<file path="src/rtl/mul_div_unit.sv">
// Multi-cycle signed multiply (radix-2 Booth) / divide (restoring) engine with start/done handshake.
// Define MULDIV_DIV_EN to compile in the divider datapath, sign fix-up and div0 flag.
module mul_div_unit #(
   parameter int WIDTH = 32
) (
   input  logic             clk,
   input  logic             clr,
   input  logic             start,
   input  logic             op,
   input  logic [WIDTH-1:0] A,
   input  logic [WIDTH-1:0] B,
   output logic             busy,
   output logic             done,
   output logic             div0,
   output logic [WIDTH-1:0] zhigh,
   output logic [WIDTH-1:0] zlow
);

   // state  | meaning
   // S_IDLE | waiting for start; operands latched on accept
   // S_RUN  | one Booth or restoring-division iteration per cycle
   // S_FIX  | divide sign correction (no-op for multiply)
   // S_DONE | publish result, pulse done
   typedef enum logic [1:0] {S_IDLE, S_RUN, S_FIX, S_DONE} state_t;

   localparam int CW = $clog2(WIDTH + 1);

   state_t           state, state_nx;
   logic [CW-1:0]    cnt;
   logic [WIDTH:0]   acc;
   logic [WIDTH:0]   mcand;
   logic [WIDTH-1:0] q;
   logic             q_m1;
   logic             op_r;
   logic [WIDTH:0]   booth_sum;

`ifdef MULDIV_DIV_EN
   logic             a_neg, b_neg, b_zero;
   logic [WIDTH-1:0] a_mag, b_mag;
   logic [WIDTH:0]   div_shift;
   logic [WIDTH+1:0] div_trial;

   // Magnitudes are unsigned, so -2^(WIDTH-1) maps to 2^(WIDTH-1) without overflow.
   assign a_mag     = A[WIDTH-1] ? -A : A;
   assign b_mag     = B[WIDTH-1] ? -B : B;
   assign div_shift = {acc[WIDTH-1:0], q[WIDTH-1]};
   assign div_trial = {1'b0, div_shift} - {1'b0, mcand};
`endif

   always_ff @(posedge clk) begin
      if (clr) state <= S_IDLE;
      else     state <= state_nx;
   end

   always_comb begin
      state_nx = state;
      case (state)
         S_IDLE:  if (start) state_nx = S_RUN;
         S_RUN:   if (cnt == '0) state_nx = S_FIX;
         S_FIX:   state_nx = S_DONE;
         S_DONE:  state_nx = S_IDLE;
         default: state_nx = S_IDLE;
      endcase
   end

   always_comb begin
      booth_sum = acc;
      case ({q[0], q_m1})
         2'b01:   booth_sum = acc + mcand;
         2'b10:   booth_sum = acc - mcand;
         default: booth_sum = acc;
      endcase
   end

   always_ff @(posedge clk) begin
      if (clr) begin
         busy  <= 1'b0;
         done  <= 1'b0;
         div0  <= 1'b0;
         zhigh <= '0;
         zlow  <= '0;
         cnt   <= '0;
         acc   <= '0;
         mcand <= '0;
         q     <= '0;
         q_m1  <= 1'b0;
         op_r  <= 1'b0;
`ifdef MULDIV_DIV_EN
         a_neg  <= 1'b0;
         b_neg  <= 1'b0;
         b_zero <= 1'b0;
`endif
      end else begin
         done <= 1'b0;
         case (state)
            S_IDLE: begin
               if (start) begin
                  busy <= 1'b1;
                  op_r <= op;
                  cnt  <= CW'(WIDTH - 1);
                  acc  <= '0;
                  q_m1 <= 1'b0;
                  q     <= A;
                  mcand <= {B[WIDTH-1], B};
`ifdef MULDIV_DIV_EN
                  a_neg  <= A[WIDTH-1];
                  b_neg  <= B[WIDTH-1];
                  b_zero <= (B == '0);
                  if (op) begin
                     q     <= a_mag;
                     mcand <= {1'b0, b_mag};
                  end
`endif
               end
            end
            S_RUN: begin
               if (cnt != '0) cnt <= cnt - 1'b1;
               if (!op_r) begin
                  q_m1 <= q[0];
                  q    <= {booth_sum[0], q[WIDTH-1:1]};
                  acc  <= {booth_sum[WIDTH], booth_sum[WIDTH:1]};
               end
`ifdef MULDIV_DIV_EN
               else if (div_trial[WIDTH+1]) begin
                  acc <= div_shift;
                  q   <= {q[WIDTH-2:0], 1'b0};
               end else begin
                  acc <= div_trial[WIDTH:0];
                  q   <= {q[WIDTH-2:0], 1'b1};
               end
`endif
            end
            S_FIX: begin
`ifdef MULDIV_DIV_EN
               // With B == 0 the remainder is |A|, so restoring the sign of A yields A itself.
               if (op_r) begin
                  if (b_zero)             q <= '1;
                  else if (a_neg ^ b_neg) q <= -q;
                  if (a_neg)              acc <= -acc;
               end
`endif
            end
            S_DONE: begin
               busy <= 1'b0;
               done <= 1'b1;
               if (!op_r) begin
                  zhigh <= acc[WIDTH-1:0];
                  zlow  <= q;
                  div0  <= 1'b0;
               end else begin
`ifdef MULDIV_DIV_EN
                  zhigh <= acc[WIDTH-1:0];
                  zlow  <= q;
                  div0  <= b_zero;
`else
                  zhigh <= '0;
                  zlow  <= '0;
                  div0  <= 1'b0;
`endif
               end
            end
            default: busy <= 1'b0;
         endcase
      end
   end

endmodule

</file>
<file path="config.mk">
export PLATFORM = sky130hd
export DESIGN_NAME = mul_div_unit
export DESIGN_NICKNAME = d
export VERILOG_FILES = /design/src/rtl/mul_div_unit.sv
export SDC_FILE = /design/constraint.sdc
export NUM_CORES = 1
export LEC_CHECK = 0
export CELL_PAD_IN_SITES_DETAIL_PLACEMENT = 1
export CELL_PAD_IN_SITES_GLOBAL_PLACEMENT = 1
export CORE_MARGIN = 8
export CORE_UTILIZATION = 44
export DETAILED_ROUTE_END_ITERATION = 10
export MAX_ROUTING_LAYER = met4
export PLACE_DENSITY_LB_ADDON = 0.3
export SYNTH_ARGS = -nofsm -noshare
export SYNTH_HDL_FRONTEND = slang
export SYNTH_SLANG_ARGS = --single-unit
</file>
<file path="constraint.sdc">
create_clock -name clk -period 9.5 [get_ports clk]
set_input_delay 2.375 -clock clk [delete_from_list [all_inputs] [get_ports clk]]
set_output_delay 2.375 -clock clk [all_outputs]
set_load 0.01 [all_outputs]
</file>
run_1/met3.png
Bar = 50 µm.
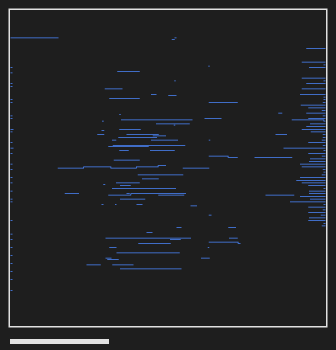
main direction	horizontal
share of all routed wire	4.3%
longest straight run	43.0 µm
wire length on this layer	1200 µm
nets with wire on the layer	128
met3 Resource Use GR: 3.52%
via total after detailed routing: 8481
final wirelength: 27800 µm

run_1/met2.png
Bar = 50 µm.
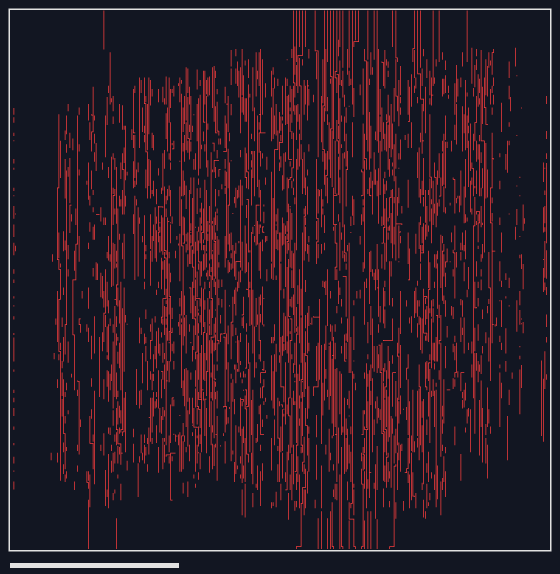
longest straight run	51.0 µm
nets with wire on the layer	1137
share of all routed wire	47%
main direction	vertical
met2 track demand over resource in global routing: 35.2%

==> summary.txt, run 1 <==
Physical implementation

The final layout report lists a filler cell count of 2435. The class of the tightest hold or removal check is flop to flop. Sequential cells consume a total of 0.000982 W. The slowest stage of the critical path belongs to the cell sky130_fd_sc_hd__or3_1. The setup TNS is 0 ps.

The cell area reported after detailed placement is 10600 µm². The met1 wire length is 13200 µm. In the final report, the number of pins over their slew limit comes to 0. According to the timing report, the critical path is launched from start. The layout overhead on the synthesized area is 22.9%. The internal power contribution is 0.00182 W. The startpoint-to-endpoint class of the critical path is input pin to flop. The netlist uses 58 different library cells. The number of flops mapped to enable cells by yosys is 0. Listed in order, past its start point the critical path passes clkdlybuf4s50_1 -> nand2b_1 -> o21ai_0 -> a21oi_4 -> buf_4 -> nand2_1 -> or3_1 -> nor3_1 -> nand4_1 -> o21ai_0. The total global routing track utilization is 22.1%. The biggest fanout along the worst timing path is 72. Per the synth log, the flip-flop and latch total comes to 172.

Per report_power, the Clock row totals 0.000714 W. The count of hold buffers inserted by post-cts repair is 0. STA lists the startpoint of the worst register-to-register path as mcand[2]. By instance count after routing, the leading logic cell type is sky130_fd_sc_hd__dfxtp_1. The number of instances in the synthesized netlist is 1140. Per the gpl log, the routability congestion estimate is 0.910.

The met3 layer wire length in the routed design is 1200 µm. The via count of the first global-routing pass came to 8661. The power dissipated in combinational cells is 0.00161 W. The minimum clock period after layout is 5140 ps. The area of the multi-input gates is 5350 µm². The flow ran to the end, and the final reports show no timing, DRC or antenna violations.

The die area is 25600 µm². Setup repair after global routing left no endpoint under its margin. Dividing the detail-routed via count by the number of cells gives 5.61.

The number of gates resized after CTS was 0. The clock tree from TritonCTS is yes. The worst-case headroom to the max-slew limit is 33.9%. The largest share of the power goes to combinational cells.

At the worst endpoint, the arrival time is 5500 ps. The total number of nets in the final design is 1337. The number of antenna cells inserted is 0.

The number of antenna violations at the first check in global routing is 0. The share of final-layout standard cells stronger than drive strength 1 is 4.27%. Per the GRT log, the top usage layer is met2. At the later pin of the worst-skew pair, clock insertion delay measures 440 ps. The CTS root buffer is sky130_fd_sc_hd__clkbuf_16.
run_1/met4.png
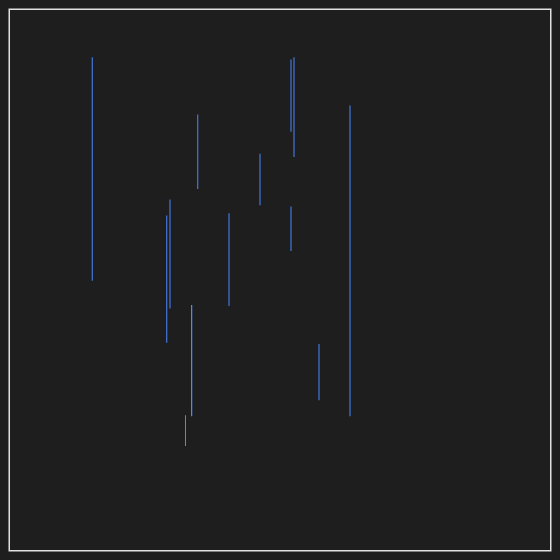
share of all routed wire	1.5%
nets with wire on the layer	9
longest straight run	91.8 µm
main direction	vertical

run_1/met1.png
Cells faint in the background.
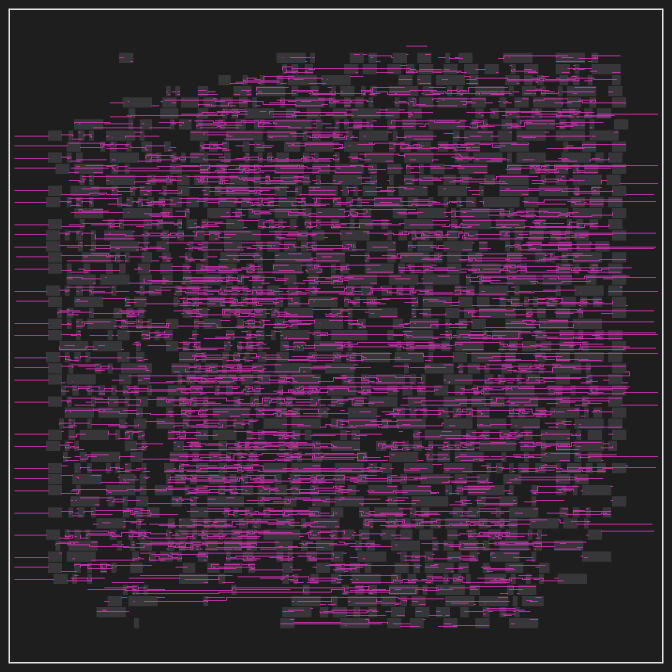
nets with wire on the layer	1267
longest straight run	46.9 µm
main direction	horizontal
wire length on this layer	13200 µm
share of all routed wire	47%
met1 track utilization from global routing: 28.4%

==> run 1: final timing paths <==
check                                to  cells past startpoint
worst max-delay path            acc[29]                     10
worst min-delay path               q_m1                      2
worst max register to register  acc[29]                     16
worst min register to register     q_m1                      2
==> run 1: final cells by class <==
class                           count  area share (%)
Clock inverter                     15            1.69
Clock buffer                       17            3.79
Sequential cell                   172            30.7
Timing Repair Buffer              142            12.5
Multi-Input combinational cell    877            47.7
Inverter                           18           0.603
Tap cell                          270            3.01
==> run 1: Yosys cell counts, types with 10 or more instances <==
cell	instances	area share [%]
sky130_fd_sc_hd__ha_1	40	5.5
sky130_fd_sc_hd__nand2b_1	17	1.2
sky130_fd_sc_hd__o22ai_1	17	1.2
sky130_fd_sc_hd__a21oi_1	166	9.1
sky130_fd_sc_hd__a211oi_1	35	2.9
sky130_fd_sc_hd__nand2_1	111	4.6
sky130_fd_sc_hd__xnor2_1	44	4.2
sky130_fd_sc_hd__dfxtp_1	172	38
sky130_fd_sc_hd__nand3b_1	14	1.2
sky130_fd_sc_hd__mux2i_1	33	3.6
sky130_fd_sc_hd__nor4_1	11	0.75
sky130_fd_sc_hd__nand4_1	10	0.69
sky130_fd_sc_hd__xor2_1	18	1.7
sky130_fd_sc_hd__nor3_1	22	1.2
sky130_fd_sc_hd__nor2b_1	57	3.9
sky130_fd_sc_hd__clkbuf_1	61	2.5
sky130_fd_sc_hd__o21ai_0	32	1.8
sky130_fd_sc_hd__inv_1	18	0.74
sky130_fd_sc_hd__nor2_1	141	5.8
sky130_fd_sc_hd__a22oi_1	20	1.6
==> run 1: registers in the layout, indices dropped and copies added, names as in the netlist, 2 cells and up <==
| name | count |
|---|---|
| mcand | 32 |
| zhigh | 32 |
| acc | 32 |
| cnt | 6 |
| state | 2 |
| zlow | 32 |
| q | 32 |
## Run 2: what changed since run 1
--- a/config.mk
+++ b/config.mk
@@ -8,7 +8,7 @@
 export CELL_PAD_IN_SITES_DETAIL_PLACEMENT = 1
 export CELL_PAD_IN_SITES_GLOBAL_PLACEMENT = 1
 export CORE_MARGIN = 8
-export CORE_UTILIZATION = 44
+export CORE_UTILIZATION = 37
 export DETAILED_ROUTE_END_ITERATION = 10
 export MAX_ROUTING_LAYER = met4
 export PLACE_DENSITY_LB_ADDON = 0.3
==> constraint.sdc (replaced) <==
create_clock -name clk -period 4.55 [get_ports clk]
set_input_delay 1.1375 -clock clk [delete_from_list [all_inputs] [get_ports clk]]
set_output_delay 1.1375 -clock clk [all_outputs]
set_load 0.01 [all_outputs]
run_2/met2.png
Bar = 50 µm.
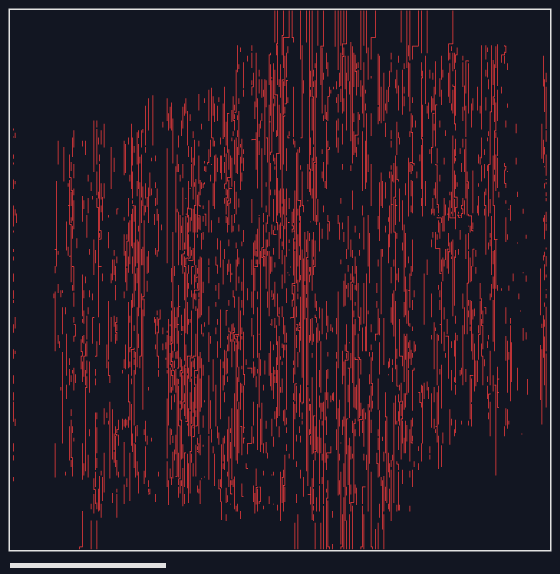
longest straight run	51.5 µm
nets with wire on the layer	1129
main direction	vertical
wire length on this layer	12500 µm
share of all routed wire	45%
via total after detailed routing: 8441
met2 track demand over resource in global routing: 28.9%
final wirelength: 27800 µm

==> run 2 against run 1 <==
Against the previous run:
- utilization fell by 8.6 points
- critical path depth rose by 4
- largest power group unchanged
- clock skew fell by 2.8 ps
- combinational power rose by 110%
- register-to-register slack got worse by 4500 ps
==> summary.txt, run 2 <==
Physical implementation

The count of non-CTS inverters in the layout is 18 (unchanged). The internal power contribution is 0.00381 W (was 0.00182 W). The clock tree from TritonCTS is yes (unchanged). The final tally of max-slew violations came to 0 (unchanged). The setup TNS is 0 ps (unchanged).

The critical path data arrival time was 4540 ps (was 5500 ps). The share of final layout cell area taken by clock buffers and inverters is 5.39% (was 5.48%). The via-per-instance ratio is 5.38 (was 5.61). The footprint of the flip-flops and latches was 3440 µm² (unchanged). The cell type with the largest total area is sky130_fd_sc_hd__dfxtp_1 (unchanged). The utilization after layout is 46.7% (was 55.2%).

The final count of negative-setup-slack endpoints came to 0 (unchanged). The number of antenna cells inserted is 0 (unchanged). The total number of nets in the final design is 1340 (was 1337). The met3 layer wire length in the routed design is 868 µm (was 1200 µm). The number of flops mapped to enable cells by yosys is 0 (unchanged). The worst setup path startpoint is mcand[2] (was start). The via count of the first global-routing pass came to 8522 (was 8661). The number of warnings the tools reported is 30 (unchanged).

The number of instances in the synthesized netlist was 1140 (unchanged). The top cell class by occupied area is combinational gates (unchanged). The fill cell instance count of the final layout came to 2884 (was 2435).

The number of synthesized register bits is 172 (unchanged). The startpoint of the lowest-slack register-to-register path was mcand[2] (unchanged). The multi-input combinational cell count was 877 (unchanged). The proportion of cell area occupied by multi-input gates is 47.5% (was 47.7%). Outcome: completed (unchanged). The cell type of the slowest stage on the worst timing path is sky130_fd_sc_hd__or3b_2 (was sky130_fd_sc_hd__or3_1). The met1 wire length is 14000 µm (was 13200 µm).

The number of clock buffers in the layout is 17 (unchanged). The clock latency reported for the late side of the worst-skew pair is 440 ps (about the same). The number of cells traversed by the worst hold path came to 2 (unchanged).

The cell with the most instances after synthesis is sky130_fd_sc_hd__dfxtp_1 (unchanged). Cell chain of the critical path: or3_2 -> or3b_2 -> nor4_1 -> a31oi_1 -> xnor2_1 -> ha_1 -> a21o_1 -> a21o_1 -> a21o_1 -> a2111oi_0 -> nor2_1 -> a21oi_1 -> xor2_1 -> o22ai_1 (was clkdlybuf4s50_1 -> nand2b_1 -> o21ai_0 -> a21oi_4 -> buf_4 -> nand2_1 -> or3_1 -> nor3_1 -> nand4_1 -> o21ai_0). Counting I/O delays and the setup requirement, the final critical path takes 4240 ps. The biggest fanout along the worst timing path is 5 (was 72). The worst-case headroom to the max-slew limit is 30.9% (was 33.9%).

The number of antenna violations at the first check in global routing is 0 (unchanged). The number of signal-net buffers in the layout was 145 (was 142). The area of the multi-input gates is 5370 µm² (was 5350 µm²).

Top cell types by occurrence after synthesis: sky130_fd_sc_hd__dfxtp_1, sky130_fd_sc_hd__a21oi_1, sky130_fd_sc_hd__nor2_1, sky130_fd_sc_hd__nand2_1, sky130_fd_sc_hd__clkbuf_1 (unchanged). The count of hold buffers inserted by post-cts repair is 0 (unchanged). The number of well taps is 324 (was 270). The share of the final layout cell area in sequential cells is 30.4% (was 30.7%). The most frequent logic cell in the layout is sky130_fd_sc_hd__dfxtp_1 (unchanged). The clock transition time at the flip-flop clock pins of the worst setup and hold paths came to 80 ps (was 70 ps).

The startpoint of the tightest hold check path is q_m1 (unchanged). RSZ-0062 raised after global routing: no (unchanged). The most congested layer reported by global routing is met2 (unchanged). The cell area reported after detailed placement was 10700 µm² (was 10600 µm²). Top post-synthesis cells by area: sky130_fd_sc_hd__dfxtp_1, sky130_fd_sc_hd__a21oi_1, sky130_fd_sc_hd__nor2_1, sky130_fd_sc_hd__ha_1, sky130_fd_sc_hd__nand2_1 (unchanged).

The met1 layer usage reported by global route is 25.3% (was 28.4%). The die area was 29900 µm² (was 25600 µm²). The share of Yosys cell area claimed by the top area cell type is 37.7% (unchanged). The area figure in the yosys stat output is 9130 µm² (unchanged). The total global routing track utilization is 18.7% (was 22.1%). The count of sequential standard cells came to 172 (unchanged). The routing usage on met3 is 3.07% (was 3.52%). The worst flop-to-flop path endpoint was acc[28] (was acc[29]).
==> run 2: kinds of logic (layout without fill, tap and decap cells) <==
| kind of cell | after synthesis | in the layout | share of synthesized area (%) |
|---|---|---|---|
| compound gates | 327 | 327 | 21.5 |
| fa+ha+maj | 41 | 41 | 5.70 |
| flops | 172 | 172 | 37.7 |
| simple gates | 412 | 412 | 21.5 |
| mux | 34 | 34 | 3.74 |
| buf+inv | 91 | 195 | 3.88 |
| xor+xnor | 62 | 62 | 5.95 |
| other cells | 1 | 1 | 0.0411 |
==> run 2: worst max-delay path by stage <==
stage / end / slack (ps) / depth (start not counted)
4_1_cts: acc[29] / 50 / 16
2_1_floorplan: acc[30] / 670 / 16
3_5_place_dp: acc[29] / 80 / 16
3_3_place_gp: acc[29] / 280 / 16
6_report: acc[28] / 310 / 14
5_1_grt: acc[24] / 30 / 14
==> run 2: worst max-delay path, delay by kind of cell, from the launching register on <==
kind	cells	cell delay, ps
AND-OR/OR-AND	7	1420
adder cells (fa/ha/maj)	1	360
AND/OR/NAND/NOR	4	1650
XOR/XNOR	2	320
flip-flops	1	360
==> run 2: through the flow <==
step | instances | setup WS, ps
after global routing | 1568 | 28.1
after CTS | 1568 | 50.6
after detailed placement | 1536 | 77.0
after global placement | 1536 | 282
after floorplan | 1140 | 675
final | 1568 | 314
==> run 2: power by group through the flow <==
stage	Combinational, W	Clock (W)	Sequential, W
3_3_place_gp	0.00322	0	0.00206
5_1_grt	0.00369	0.00162	0.00208
3_5_place_dp	0.00328	0	0.00208
4_1_cts	0.00332	0.00154	0.00204
2_1_floorplan	0.00251	0	0.00200
6_report	0.00331	0.00151	0.00204
==> run 2: timing repair <==
item                                    4_1_cts  5_1_grt
resized                                       0        5
buffers inserted                              0        0
endpoints found under the setup margin        0        4
## Run 3: what changed since run 2
--- a/config.mk
+++ b/config.mk
@@ -8,7 +8,8 @@
 export CELL_PAD_IN_SITES_DETAIL_PLACEMENT = 1
 export CELL_PAD_IN_SITES_GLOBAL_PLACEMENT = 1
 export CORE_MARGIN = 8
-export CORE_UTILIZATION = 37
+export CORE_UTILIZATION = 45
+export CTS_BUF_LIST = sky130_fd_sc_hd__clkbuf_8
 export DETAILED_ROUTE_END_ITERATION = 10
 export MAX_ROUTING_LAYER = met4
 export PLACE_DENSITY_LB_ADDON = 0.3
==> constraint.sdc (replaced) <==
create_clock -name clk -period 5.22 [get_ports clk]
set_input_delay 1.305 -clock clk [delete_from_list [all_inputs] [get_ports clk]]
set_output_delay 1.305 -clock clk [all_outputs]
set_load 0.01 [all_outputs]
run_3/final_clocks.png
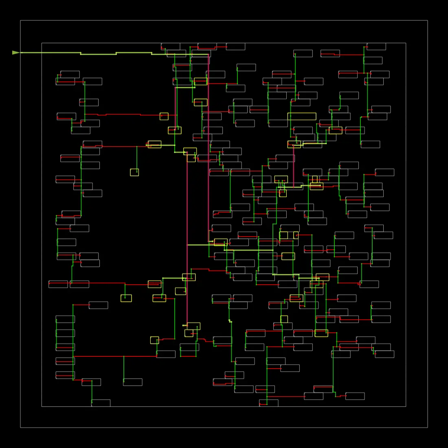
Clk power: 0.000953 W
clock sinks: 172
Seq Cell Count: 172
Layout Skew: 19.5 ps
Insertion Delay late pin: 470 ps

==> run 3 against run 2 <==
Against the previous run:
- total power down 18%
- synthesized cell count unchanged
- sequential cell count unchanged
- clock power down 37%
- die size down 16%
- clock skew up 12 ps
- critical path depth up 2
- routed wire length down 2.0%
- final area down 2.7%
- largest cell class unchanged
- highest routed layer unchanged
==> summary.txt, run 3 <==
Physical implementation

Outcome: completed (unchanged). The share of Yosys cell area claimed by the top area cell type is 37.7% (unchanged). The cell with the most instances after synthesis is sky130_fd_sc_hd__dfxtp_1 (unchanged). The layout overhead on the synthesized area was 20.6% (was 24.0%). The final estimated routing congestion in global placement is 0.967 (was 0.860). The number of antenna violations at the first check in global routing is 0 (unchanged). The multi-input combinational cell count is 877 (unchanged).

The fill cell instance count of the final layout is 2466 (was 2884). The number of well taps is 270 (was 324). The worst flop-to-flop path endpoint is acc[29] (was acc[28]). The cell area reported after detailed placement is 10600 µm² (was 10700 µm²). The startpoint of the tightest hold check path is q_m1 (unchanged).

The setup TNS came to 0 ps (unchanged). The setup fix buffers added after clock tree synthesis is 0 (unchanged). The area of the multi-input gates is 5350 µm² (was 5370 µm²). The number of cells traversed by the worst hold path is 2 (unchanged). The footprint of the flip-flops and latches was 3440 µm² (unchanged). The die area came to 25100 µm² (was 29900 µm²). The top cell class by occupied area was combinational gates (unchanged). The number of signal-net buffers in the layout is 144 (was 145). The count of hold buffers inserted by post-cts repair is 0 (unchanged). The class of the tightest hold or removal check is flop to flop (unchanged). The critical path buffer and inverter count came to 0 (unchanged). The CTS root buffer is sky130_fd_sc_hd__clkbuf_8 (was sky130_fd_sc_hd__clkbuf_16). The number of cells on the worst reg-to-reg path is 16 (was 14).

Top post-synthesis cells by area: sky130_fd_sc_hd__dfxtp_1, sky130_fd_sc_hd__a21oi_1, sky130_fd_sc_hd__nor2_1, sky130_fd_sc_hd__ha_1, sky130_fd_sc_hd__nand2_1 (unchanged). The number of flops mapped to enable cells by yosys is 0 (unchanged). The startpoint-to-endpoint class of the critical path is flop to flop (unchanged).

The number of synthesized register bits is 172 (unchanged). The via-per-instance ratio came to 5.62 (was 5.38). The via count of the first global-routing pass is 8624 (was 8522).

RSZ-0062 raised after global routing: no (unchanged). The family of cells with the greatest summed delay on the critical path is simple AND/OR/NAND/NOR gates (unchanged). The cell type of the slowest stage on the worst timing path is sky130_fd_sc_hd__or3_2 (was sky130_fd_sc_hd__or3b_2).

The share of final layout cell area taken by clock buffers and inverters was 3.56% (was 5.39%). The most frequent logic cell in the layout is sky130_fd_sc_hd__dfxtp_1 (unchanged). The count of vias placed by the detailed router is 8508 (was 8441). The number of clock buffers in the layout was 19 (was 17). The number of instances in the synthesized netlist is 1140 (unchanged). The count of unique library cells instantiated by Yosys is 58 (unchanged).

The startpoint of the lowest-slack register-to-register path is mcand[2] (unchanged).
[run 3: cell types whose count changed in the layout (fill, tap and decap cells not counted), sizes merged]
cell / change
clkbuf: +2
clkinv: -2
buf: -1
inv: -3
clkinvlp: +2
bufinv: +1
[run 3: how the worst max path moves through the flow]
| stage | cells after the start | to | from |
|---|---|---|---|
| 5_1_grt | 16 | acc[29] | mcand[2] |
| 3_5_place_dp | 16 | acc[29] | mcand[2] |
| 3_3_place_gp | 16 | acc[29] | mcand[2] |
| 4_1_cts | 16 | acc[29] | mcand[2] |
| 6_report | 16 | acc[29] | mcand[2] |
| 2_1_floorplan | 16 | acc[30] | mcand[2] |
[run 3: per-layer routing]
layer	routed length, µm	vias up	GRT usage, %
li1	-	4189	-
met1	12900	4118	29.1
met2	12700	177	36.4
met3	1210	24	3.15
met4	405	0	6.51
met5	0	-	-
[run 3: per-stage QoR]
stage / utilization [%] / setup WS, ps / std cells / hold slack (ps)
2_1_floorplan: - / 1340 / 1140 / 432
3_3_place_gp: 53.0 / 951 / 1481 / 444
3_5_place_dp: 53.0 / 759 / 1481 / 462
4_1_cts: 54.9 / 724 / 1513 / 477
5_1_grt: 54.9 / 228 / 1513 / 500
6_report: 54.9 / 705 / 1513 / 476
[run 3: cell families (layout without fill, tap and decap cells)]
kind of cell	count (synthesis)	after routing	share of synthesized area, %
muxes	34	34	3.74
adders and majority gates	41	41	5.70
DFF	172	172	37.7
and+or+nand+nor	412	412	21.5
AOI/OAI and AO/OA	327	327	21.5
other	1	1	0.0411
buffers and inverters	91	194	3.88
xor gates and xnor gates	62	62	5.95
No activity file was given, so power comes from the tool's default toggle rates.
